===== src/rtl/fetch_if_stage_if.sv =====
// fetch_if_stage_if: signal bundle between the fetch stage and its environment.
//   master : fetch stage side (drives imem_addr, IF/ID fields, rr, fetch_state)
//   slave  : environment side (hazard unit, later stages, instruction memory)
// Signals:
//   stall, redirect_valid, redirect_pc  - hazard / redirect control into fetch
//   imem_addr, imem_data                - instruction memory address / data
//   for_id, call_id                     - decode flags for the IF/ID instruction
//   if_id_valid/pc/next_pc/instr        - IF/ID pipeline register contents
//   rr                                  - return register
//   fetch_state                         - 0 = RUN, 1 = FOR_HOLD
interface fetch_if_stage_if;
    logic        stall;
    logic        redirect_valid;
    logic [15:0] redirect_pc;
    logic [15:0] imem_addr;
    logic [15:0] imem_data;
    logic        for_id;
    logic        call_id;
    logic        if_id_valid;
    logic [15:0] if_id_pc;
    logic [15:0] if_id_next_pc;
    logic [15:0] if_id_instr;
    logic [15:0] rr;
    logic        fetch_state;

    modport master (
        input  stall, redirect_valid, redirect_pc, imem_data, for_id, call_id,
        output imem_addr, if_id_valid, if_id_pc, if_id_next_pc, if_id_instr,
               rr, fetch_state
    );

    modport slave (
        output stall, redirect_valid, redirect_pc, imem_data, for_id, call_id,
        input  imem_addr, if_id_valid, if_id_pc, if_id_next_pc, if_id_instr,
               rr, fetch_state
    );
endinterface


===== src/rtl/fetch_if_stage.sv =====
// fetch_if_stage: instruction fetch stage plus IF/ID pipeline register.
// Owns the PC, drives imem_addr combinationally from it, and captures
// {PC, PC+1, instruction} into IF/ID. Handles redirects, external stalls,
// the one-cycle self-stall of For, and the Call return register.
// Ports:
//   CLK  - rising-edge clock
//   RSTn - asynchronous active-low reset
//   bus  - fetch_if_stage_if.master (see interface file for signal list)
module fetch_if_stage #(
    parameter logic [15:0] RESET_PC  = 16'h0000,
    parameter logic [15:0] NOP_INSTR = 16'h0000
) (
    input  logic                  CLK,
    input  logic                  RSTn,
    fetch_if_stage_if.master      bus
);

    typedef enum logic {RUN = 1'b0, FOR_HOLD = 1'b1} state_t;

    state_t      state, state_next;
    logic [15:0] pc;
    logic [15:0] pc_inc;
    logic        valid_q;
    logic [15:0] id_pc_q, id_next_pc_q, id_instr_q;
    logic [15:0] rr_q;
    logic        hold;
    logic        for_take;

    // Decode flags only count when IF/ID holds a real instruction.
    assign for_take = bus.for_id && valid_q;
    assign hold     = bus.stall || (state == RUN && for_take);
    assign pc_inc   = pc + 16'd1;   // wraps FFFF -> 0000

    // FSM: next state
    always_comb begin
        state_next = state;
        if (bus.redirect_valid)
            state_next = RUN;               // redirect cancels a pending hold
        else if (state == FOR_HOLD)
            state_next = RUN;               // exactly one extra cycle per For
        else if (for_take && !bus.stall)
            state_next = FOR_HOLD;
    end

    // FSM: state register
    always_ff @(posedge CLK or negedge RSTn) begin
        if (!RSTn) state <= RUN;
        else       state <= state_next;
    end

    // PC and IF/ID register: redirect > hold > normal
    always_ff @(posedge CLK or negedge RSTn) begin
        if (!RSTn) begin
            pc           <= RESET_PC;
            valid_q      <= 1'b0;
            id_pc_q      <= 16'h0000;
            id_next_pc_q <= 16'h0000;
            id_instr_q   <= NOP_INSTR;
        end else if (bus.redirect_valid) begin
            pc           <= bus.redirect_pc;
            valid_q      <= 1'b0;
            id_pc_q      <= 16'h0000;
            id_next_pc_q <= 16'h0000;
            id_instr_q   <= NOP_INSTR;
        end else if (!hold) begin
            pc           <= pc_inc;
            valid_q      <= 1'b1;
            id_pc_q      <= pc;
            id_next_pc_q <= pc_inc;
            id_instr_q   <= bus.imem_data;
        end
    end

    // Return register. Not gated by redirect: a Call writes RR and
    // redirects on the same edge.
    always_ff @(posedge CLK or negedge RSTn) begin
        if (!RSTn)
            rr_q <= 16'h0000;
        else if (bus.call_id && valid_q && !bus.stall)
            rr_q <= id_next_pc_q;
    end

    assign bus.imem_addr     = pc;
    assign bus.if_id_valid   = valid_q;
    assign bus.if_id_pc      = id_pc_q;
    assign bus.if_id_next_pc = id_next_pc_q;
    assign bus.if_id_instr   = id_instr_q;
    assign bus.rr            = rr_q;
    assign bus.fetch_state   = state;

endmodule


===== src/flat_wrapper.sv =====
// flat-port wrapper written by rule: the top's interface ports become plain ports
module fetch_if_stage_flat 
#(
    parameter logic [15:0] RESET_PC  = 16'h0000,
    parameter logic [15:0] NOP_INSTR = 16'h0000
)
  (CLK, RSTn, bus_stall, bus_redirect_valid, bus_redirect_pc, bus_imem_data, bus_for_id, bus_call_id, bus_imem_addr, bus_if_id_valid, bus_if_id_pc, bus_if_id_next_pc, bus_if_id_instr, bus_rr, bus_fetch_state);
  fetch_if_stage_if bus_i ();
  input  logic CLK;
  input  logic RSTn;
  input wire logic [$bits(bus_i.stall)-1:0] bus_stall;
  input wire logic [$bits(bus_i.redirect_valid)-1:0] bus_redirect_valid;
  input wire logic [$bits(bus_i.redirect_pc)-1:0] bus_redirect_pc;
  input wire logic [$bits(bus_i.imem_data)-1:0] bus_imem_data;
  input wire logic [$bits(bus_i.for_id)-1:0] bus_for_id;
  input wire logic [$bits(bus_i.call_id)-1:0] bus_call_id;
  output wire logic [$bits(bus_i.imem_addr)-1:0] bus_imem_addr;
  output wire logic [$bits(bus_i.if_id_valid)-1:0] bus_if_id_valid;
  output wire logic [$bits(bus_i.if_id_pc)-1:0] bus_if_id_pc;
  output wire logic [$bits(bus_i.if_id_next_pc)-1:0] bus_if_id_next_pc;
  output wire logic [$bits(bus_i.if_id_instr)-1:0] bus_if_id_instr;
  output wire logic [$bits(bus_i.rr)-1:0] bus_rr;
  output wire logic [$bits(bus_i.fetch_state)-1:0] bus_fetch_state;
  assign bus_i.stall = bus_stall;
  assign bus_i.redirect_valid = bus_redirect_valid;
  assign bus_i.redirect_pc = bus_redirect_pc;
  assign bus_i.imem_data = bus_imem_data;
  assign bus_i.for_id = bus_for_id;
  assign bus_i.call_id = bus_call_id;
  assign bus_imem_addr = bus_i.imem_addr;
  assign bus_if_id_valid = bus_i.if_id_valid;
  assign bus_if_id_pc = bus_i.if_id_pc;
  assign bus_if_id_next_pc = bus_i.if_id_next_pc;
  assign bus_if_id_instr = bus_i.if_id_instr;
  assign bus_rr = bus_i.rr;
  assign bus_fetch_state = bus_i.fetch_state;
  fetch_if_stage #(.RESET_PC(RESET_PC), .NOP_INSTR(NOP_INSTR)) u_core (.CLK(CLK), .RSTn(RSTn), .bus(bus_i));
endmodule

===== config.mk =====
export PLATFORM = sky130hd
export DESIGN_NAME = fetch_if_stage_flat
export DESIGN_NICKNAME = d
export VERILOG_FILES = /design/src/rtl/fetch_if_stage_if.sv /design/src/rtl/fetch_if_stage.sv /design/src/flat_wrapper.sv
export SDC_FILE = /design/constraint.sdc
export NUM_CORES = 1
export LEC_CHECK = 0
export CAP_MARGIN = 20
export CORE_AREA = 2 2 103 85
export DETAILED_ROUTE_END_ITERATION = 7
export DIE_AREA = 0 0 105 87
export GPL_TIMING_DRIVEN = 0
export PLACE_DENSITY = 0.87
export SYNTH_ARGS = -nofsm -noshare
export SYNTH_HDL_FRONTEND = slang
export SYNTH_SLANG_ARGS = --single-unit

===== constraint.sdc =====
create_clock -name CLK -period 2.2 [get_ports CLK]
set_clock_uncertainty 0.05 [all_clocks]
set_input_delay 0.33 -clock CLK [delete_from_list [all_inputs] [get_ports CLK]]
set_output_delay 0.33 -clock CLK [all_outputs]
set_load 0.03 [all_outputs]

==> run_1/io_fan.png <==
(4 px per µm)
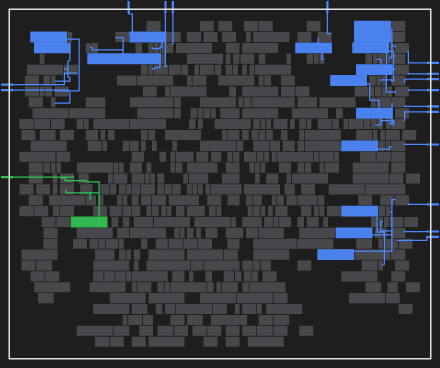
legend:
  blue:
    port: bus_if_id_instr
    bits: 16
    direction: output
    edge: 10 right, 4 top, 2 left
    end_cells: 16
    wire: 336 µm
  green:
    port: bus_if_id_valid
    bits: 1
    direction: output
    edge: left
    end_cells: 1
    wire: 49.3 µm
Port Buffers: 118
IO Pins: 120

==> run_1/wires.png <==
(6 px per µm) Two of the layers only.
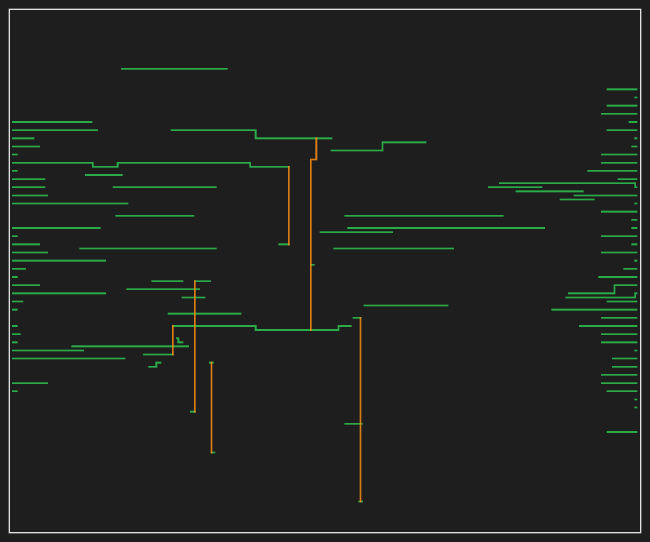
legend:
  orange:
    layer: metal 4
    wire_length: 118 µm
  green:
    layer: metal 3
    wire_length: 784 µm
vias: 3213
WL/cell: 16.4 µm
total track usage: 0.224
WL final: 10.0 mm

==> run notes, run 1 <==
yosys + openroad results -> hold depth=4, Synth cell types=between 40 and 50, total CTS buffers=9, Dominant flop cell=dfrtp_1, Init Core Util=0.450, crit start category=register, global-route wire length before repair=15.9 mm, register area share after synthesis=0.558, initial antenna violation count=0, fin crit period=2.03 ns, Synth Net Count=roughly 400, Min Hold Slack=roughly 0.42 ns, yosys simple share=0.190, Synth area leader=dfrtp_1, registers=approximately 82, yosys stat area=approximately 3700 µm², Top cells by area=dfrtp_1 (56%), nand2_1 (9.1%), a21oi_1 (4.9%), mux2_2 (4.9%), xnor2_1 (3.3%), CTS tree=done, Clk Latency, worst-skew pair=0.35 ns, CP top delay family=buffers and inverters, Worst Hold End=u_core.bus.if_id_next_pc[3]$_DFFE_PN0P_, vias in the first global route=3110, kind of critical path=reg2out, most frequent logic cells in the routed design=clkdlybuf4s50_1 (117), nand2_1 (89), dfrtp_1 (82), a21oi_1 (36), fin crit share=0.924, number of flops mapped to enable cells by yosys=0, Log Warnings=26, Die Height=87 µm, drc violations=0, cell count in the Yosys report=362, H-tree levels=3, status=completed, Hold Vio Cnt, Final=0, Top cell excl fill/tap=clkdlybuf4s50_1, full die area=9140 µm², DR iter-0 viols=approximately 240, AO/OA Area Share=0.115, DP Wirelength=7.50 mm, core area=8180 µm², largest net degree at the start of global routing=46, post-route ant nets=0, Max stage delay on crit path=0.74 ns, Worst R2R Setup Slack=0.25 ns, diodes inserted=0, critical path endpoint=bus_imem_addr[4], top cell type's share of synthesized area=0.558, Inverters=6, combinational share of cell area=0.282, WP data arrival=between 1.5 and 2 ns, top cell class by occupied area=sequential cells, critical path endpoint category=output port, Core Rows=30, leak pwr=2.24 nW, multi-input gates=around 250, PwrDens=a little over 800 nW/µm², mux share=0.0571, flop share of the area=0.387, mapped cell area=around 3700 µm², Longest Clk Path Bufs=2, fmax=492 MHz, buffers outside the clock class=around 140, GR Overflow Total=0, Die X=105 µm, num tapcells=112, clock buffers=9, worst r2r path cells=5, Setup violations, final=0, Slew Viols, Final=0, drt pass-1 iters=4, cell count after synthesis=between 300 and 400, clk tree area frac=0.0500, slowest CP cell=clkdlybuf4s50_1, Register Area=2050 µm², asr flop ratio synth=1.00, Filler cells=654, gpl congestion=0.922, crit path from=u_core.bus.imem_addr[4]$_DFFE_PN0P_, layout cells sized above 1=0.127, Buffers & Inverters on Critical Path=1, Slew @ Worst Pin=0.579 ns, CP max FO=8, logic area=about 1500 µm², total power=4.29 mW, Rel. slew slack=0.614, Net count, final=about 530, Critical R2R Capture=u_core.bus.imem_addr[14]$_DFFE_PN0P_, Layout area overhead=44.1%, Hold Crit Class=in2reg, reg2reg start=u_core.bus.imem_addr[0]$_DFFE_PN0P_, via/cell ratio=5.27, FF+latch count, synth=82, Stages on worst setup path=1, Synth Area in Adders=0.00340, RSZ-0062 raised after global routing=false, clock slew at the register clock pins of the worst setup and hold paths=0.08 ns, sequence of cells on the critical path=clkdlybuf4s50_1, syn_area_per_cell=10.2 µm², Synth Warn #=0, Max VDD drop=413 µV, Worst Hold Launch=bus_stall, CP required=1.82 ns, comb area leader=simple AND/OR/NAND/NOR gates, xor/xnor share=0.0405, CTS sink count=82, max cap viols=0, NonClk Buf Share=0.250, Root Buffer=clkbuf_8
==> run_1/layer_met2.png <==
(4 px per µm)
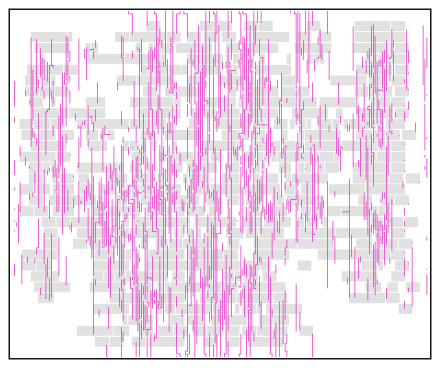
share of all routed wire: 48%
wire length on this layer: 4820 µm
met2 Use GR: 0.370

## run 1: through the flow
step	worst slack (ns)	instance area [µm²]	instances	TNS, ns	utilization
finish	0.167	5300	610	0	0.648
floorplan	0.304	3680	362	0	-
detailed placement	-0.0148	5020	593	-0.0380	0.614
global placement	-2.10	5000	592	-171.99	0.611
CTS	0.149	5300	610	0	0.648
global route	0.101	5300	610	0	0.648
## run 1: cell families (layout without fill, tap and decap cells)
logic type	after synthesis	after routing
DFF	82	82
buffers and inverters	30	166
xor gates and xnor gates	17	17
muxes	19	19
adders and majority gates	1	1
and+or+nand+nor	141	141
AOI/OAI and AO/OA	72	72
## run 1: state kept, by name, summed over array words and instances, names as in the netlist
signal                    cells
u_core.bus.fetch_state        1
u_core.bus.if_id_instr       16
u_core.bus.if_id_next_pc     16
u_core.bus.if_id_pc          16
u_core.bus.if_id_valid        1
u_core.bus.imem_addr         16
u_core.bus.rr                16
## run 1: repair_timing
action / CTS / global route
hold buffers: 1 / 0
resized: 0 / 0
setup buffers: 0 / 0
endpoints found under the hold margin: 37 / 0
## run 1: layer usage
metal | vias to the layer above | track usage | wire [µm]
met2 | 133 | 0.370 | 4820
met3 | 13 | 0.0666 | 784
li1 | 1501 | - | -
met1 | 1566 | 0.297 | 4310
met5 | - | 0 | 0
met4 | 0 | 0.0509 | 117
## run 1: power breakdown
group | switching, mW | internal (mW)
registers | 0.124 | 1.65
logic | 0.632 | 0.459
clock network | 0.553 | 0.868
total | 1.31 | 2.98
## run 1: synth_stat cells (5+ instances only)
library cell,instances
mux2_2,16
nor2_1,15
a21oi_1,36
a211oi_1,5
nor3_1,6
xnor2_1,14
a22oi_1,6
inv_1,6
o21ai_0,10
o21ai_1,5
nand2_1,89
nand3_1,8
dfrtp_1,82
clkbuf_1,7
buf_2,16
==> run 1 -> run 2 <==
- clock period: 2.2 -> 2.1 ns (I/O delays scaled with it)
==> run_2/layer_met2.png <==
(4 px per µm)
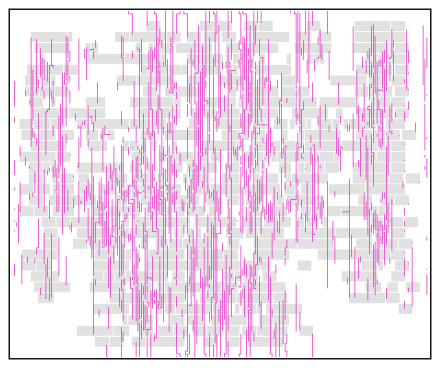
share of all routed wire: 48%
wire length on this layer: 4820 µm
main direction: vertical
longest straight run: 38.1 µm
nets with wire on the layer: 467

==> run_2/wires.png <==
(6 px per µm) Two of the layers only.
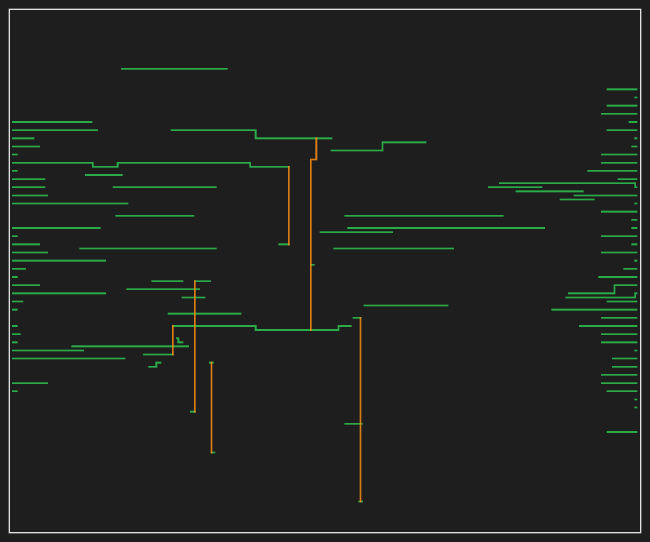
legend:
  orange:
    layer: metal 4
    wire_length: 118 µm
  green:
    layer: metal 3
    wire_length: 784 µm

==> run 2 against run 1 <==
- non-clock buffer count did not move
- synthesized cell count did not move
- hold slack got worse by 0.015 ns
- design area did not move
- combinational power rose by 5%
- cell count did not move
- via count did not move
- sequential share of layout area did not move
- routed wire length did not move
- utilization did not move
- critical path type unchanged
- critical endpoint unchanged
- largest power group unchanged
- highest routed layer unchanged
==> run notes, run 2 <==
yosys + openroad results -> Port Buffers=118 (unchanged), DR iter-0 viols=237 (unchanged), DP Wirelength=7.50 mm (unchanged), GR Overflow Total=0 (unchanged), WL/cell=16.4 µm (unchanged), fin crit period=2.02 ns, leak pwr=2.24 nW (unchanged), WP data arrival=1.65 ns (about the same), Max stage delay on crit path=0.74 ns (about the same), Core Rows=30 (unchanged), slowest CP cell=clkdlybuf4s50_1 (unchanged), most frequent logic cells in the routed design=clkdlybuf4s50_1 (117), nand2_1 (89), dfrtp_1 (82), a21oi_1 (36) (unchanged), hold_buf cts=1 (unchanged), initial antenna violation count=0 (unchanged), syn_area_per_cell=10.2 µm² (unchanged), PwrDens=847 nW/µm² (was 809 nW/µm²), Dominant flop cell=dfrtp_1 (unchanged), layout cells sized above 1=0.127 (unchanged), commonest cells in the netlist=nand2_1 (89), dfrtp_1 (82), a21oi_1 (36) (unchanged), asr flop ratio synth=1.00 (unchanged), clock slew at the register clock pins of the worst setup and hold paths=0.08 ns (about the same), Max VDD drop=433 µV (was 413 µV), Hold Vio Cnt, Final=0 (unchanged), Top cells by area=dfrtp_1 (56%), nand2_1 (9.1%), a21oi_1 (4.9%), mux2_2 (4.9%), xnor2_1 (3.3%) (unchanged), via/cell ratio=5.27 (unchanged), Synth Net Count=401 (unchanged), placed insts=593 (unchanged), drt pass-1 iters=4 (unchanged), met3 Use GR=0.0666 (unchanged), vias=3213 (unchanged), number of flops mapped to enable cells by yosys=0 (unchanged), full die area=9140 µm² (unchanged), Synth area leader=dfrtp_1 (unchanged), setup TNS=0 ns (unchanged), Filler cells=654 (unchanged), Log Warnings=26 (unchanged), met1 usage in global routing=0.297 (unchanged), status=completed (unchanged), Net count, final=532 (unchanged), sequence of cells on the critical path=clkdlybuf4s50_1 (unchanged), CP top delay family=buffers and inverters (unchanged), vias in the first global route=3110 (unchanged), IO Pins=120 (unchanged), Die X=105 µm (unchanged), Clk Latency, worst-skew pair=0.35 ns (about the same), Longest Clk Path Bufs=2 (unchanged), Post-CTS Setup Inserts=0 (unchanged), most frequent cell after synthesis=nand2_1 (unchanged), post-route ant nets=0 (unchanged), reg2reg start=u_core.bus.imem_addr[0]$_DFFE_PN0P_ (unchanged), worst r2r path cells=5 (unchanged), final setup margin=0.0823 ns (was 0.167 ns), # resized after CTS=0 (unchanged), total track usage=0.224 (unchanged), Root Buffer=clkbuf_8 (unchanged), top cell type's share of synthesized area=0.558 (unchanged), met2 Use GR=0.370 (unchanged), Rel. slew slack=0.614 (unchanged), Synth cell types=42 (unchanged), Init Core Util=0.450 (unchanged), cell count in the Yosys report=362 (unchanged), CP max FO=8 (unchanged), fin crit share=0.961, drc violations=0 (unchanged), fmax=around 500 MHz, total CTS buffers=9 (unchanged), Setup violations, final=0 (unchanged), WL final=10.0 mm (unchanged), yosys stat area=3680 µm² (unchanged), cell count after synthesis=362 (unchanged), Slew @ Worst Pin=0.579 ns (unchanged), crit start category=register (unchanged), Slew Viols, Final=0 (unchanged), Layout area overhead=44.1% (unchanged), register area share after synthesis=0.558 (unchanged), Critical R2R Capture=u_core.bus.imem_addr[14]$_DFFE_PN0P_ (unchanged), diodes inserted=0 (unchanged), final instance area=5300 µm² (unchanged), Worst R2R Setup Slack=0.15 ns (was 0.25 ns), global-route wire length before repair=15.9 mm (unchanged), mapped cell area=3680 µm² (unchanged), post-place setup slack=-0.0998 ns (was -0.0148 ns), Placement Cell Area=5020 µm² (unchanged), Non-Filler Instances=610 (unchanged), Synth Warn #=0 (unchanged), H-tree levels=3 (unchanged), CTS tree=done (unchanged), total power=4.49 mW (was 4.29 mW), largest net degree at the start of global routing=46 (unchanged), Hold Crit Class=in2async (was in2reg), kind of critical path=reg2out (unchanged), gpl congestion=0.922 (unchanged), RSZ-0062 raised after global routing=false (unchanged), Top cell excl fill/tap=clkdlybuf4s50_1 (unchanged), max cap viols=0 (unchanged), critical path endpoint category=output port (unchanged), Min Hold Slack=0.409 ns (was 0.424 ns), Die Height=87 µm (unchanged), core area=8180 µm² (unchanged), CP required=1.74 ns (was 1.82 ns), Buffers & Inverters on Critical Path=1 (unchanged), fin util=0.648 (unchanged), Top Usage Layer GRT=met2 (unchanged), FF+latch count, synth=82 (unchanged)
==> run_2/clocks.png <==
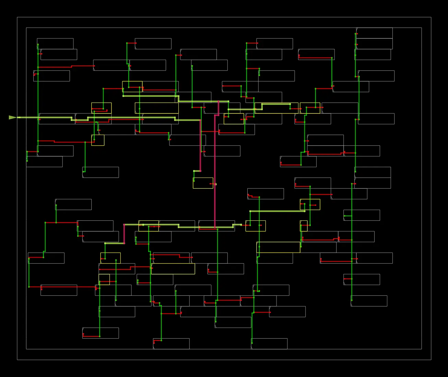
clock group power: 1.49 mW
CTS sink count: 82

run 2: cell counts after synthesis:
Identical to the previous run, type by type.
run 2: area by class of cell:
cell class                 count  area, µm²  share of cell area
tap                          112        140              0.0264
clock buffer                   9        124              0.0234
buffer                        24        110              0.0208
timing repair buffer         120       1220               0.229
multi-input combinational    250       1490               0.282
inverter                       6       22.5             0.00425
clock inverter                 7        141              0.0267
sequential                    82       2050               0.387
run 2: logic make-up after synthesis:
| logic type | after synthesis | share of synthesized area |
|---|---|---|
| AND-OR/OR-AND | 72 | 0.115 |
| XOR/XNOR | 17 | 0.0405 |
| multiplexers | 19 | 0.0571 |
| flip-flops | 82 | 0.558 |
| adder cells (fa/ha/maj) | 1 | 0.00340 |
| buffers and inverters | 30 | 0.0361 |
| AND/OR/NAND/NOR | 141 | 0.190 |
run 2: how the worst max path moves through the flow:
stage	start	slack [ns]	end	cells past startpoint
finish	u_core.bus.imem_addr[4]$_DFFE_PN0P_	0.08	bus_imem_addr[4]	1
global route	u_core.bus.imem_addr[4]$_DFFE_PN0P_	0.02	bus_imem_addr[4]	1
CTS	u_core.bus.imem_addr[4]$_DFFE_PN0P_	0.06	bus_imem_addr[4]	1
detailed placement	bus_redirect_valid	-0.1	u_core.bus.if_id_instr[9]$_DFFE_PN0P_	5
global placement	RSTn	-2.19	u_core.bus.rr[4]$_DFFE_PN0P_	1
floorplan	u_core.bus.imem_addr[0]$_DFFE_PN0P_	0.20	u_core.bus.imem_addr[14]$_DFFE_PN0P_	5
run 2: where the power goes:
group          internal, mW  switching (mW)
registers              1.73           0.130
clock network         0.910           0.579
logic                 0.480           0.662
total                  3.12            1.37
run 2: layer usage:
metal  vias to the layer above  routed length (µm)
met5                         -                   0
li1                       1501                   -
met3                        13                 784
met4                         0                 117
met2                       133                4820
met1                      1566                4310
Power is estimated from default activity; no workload was simulated.
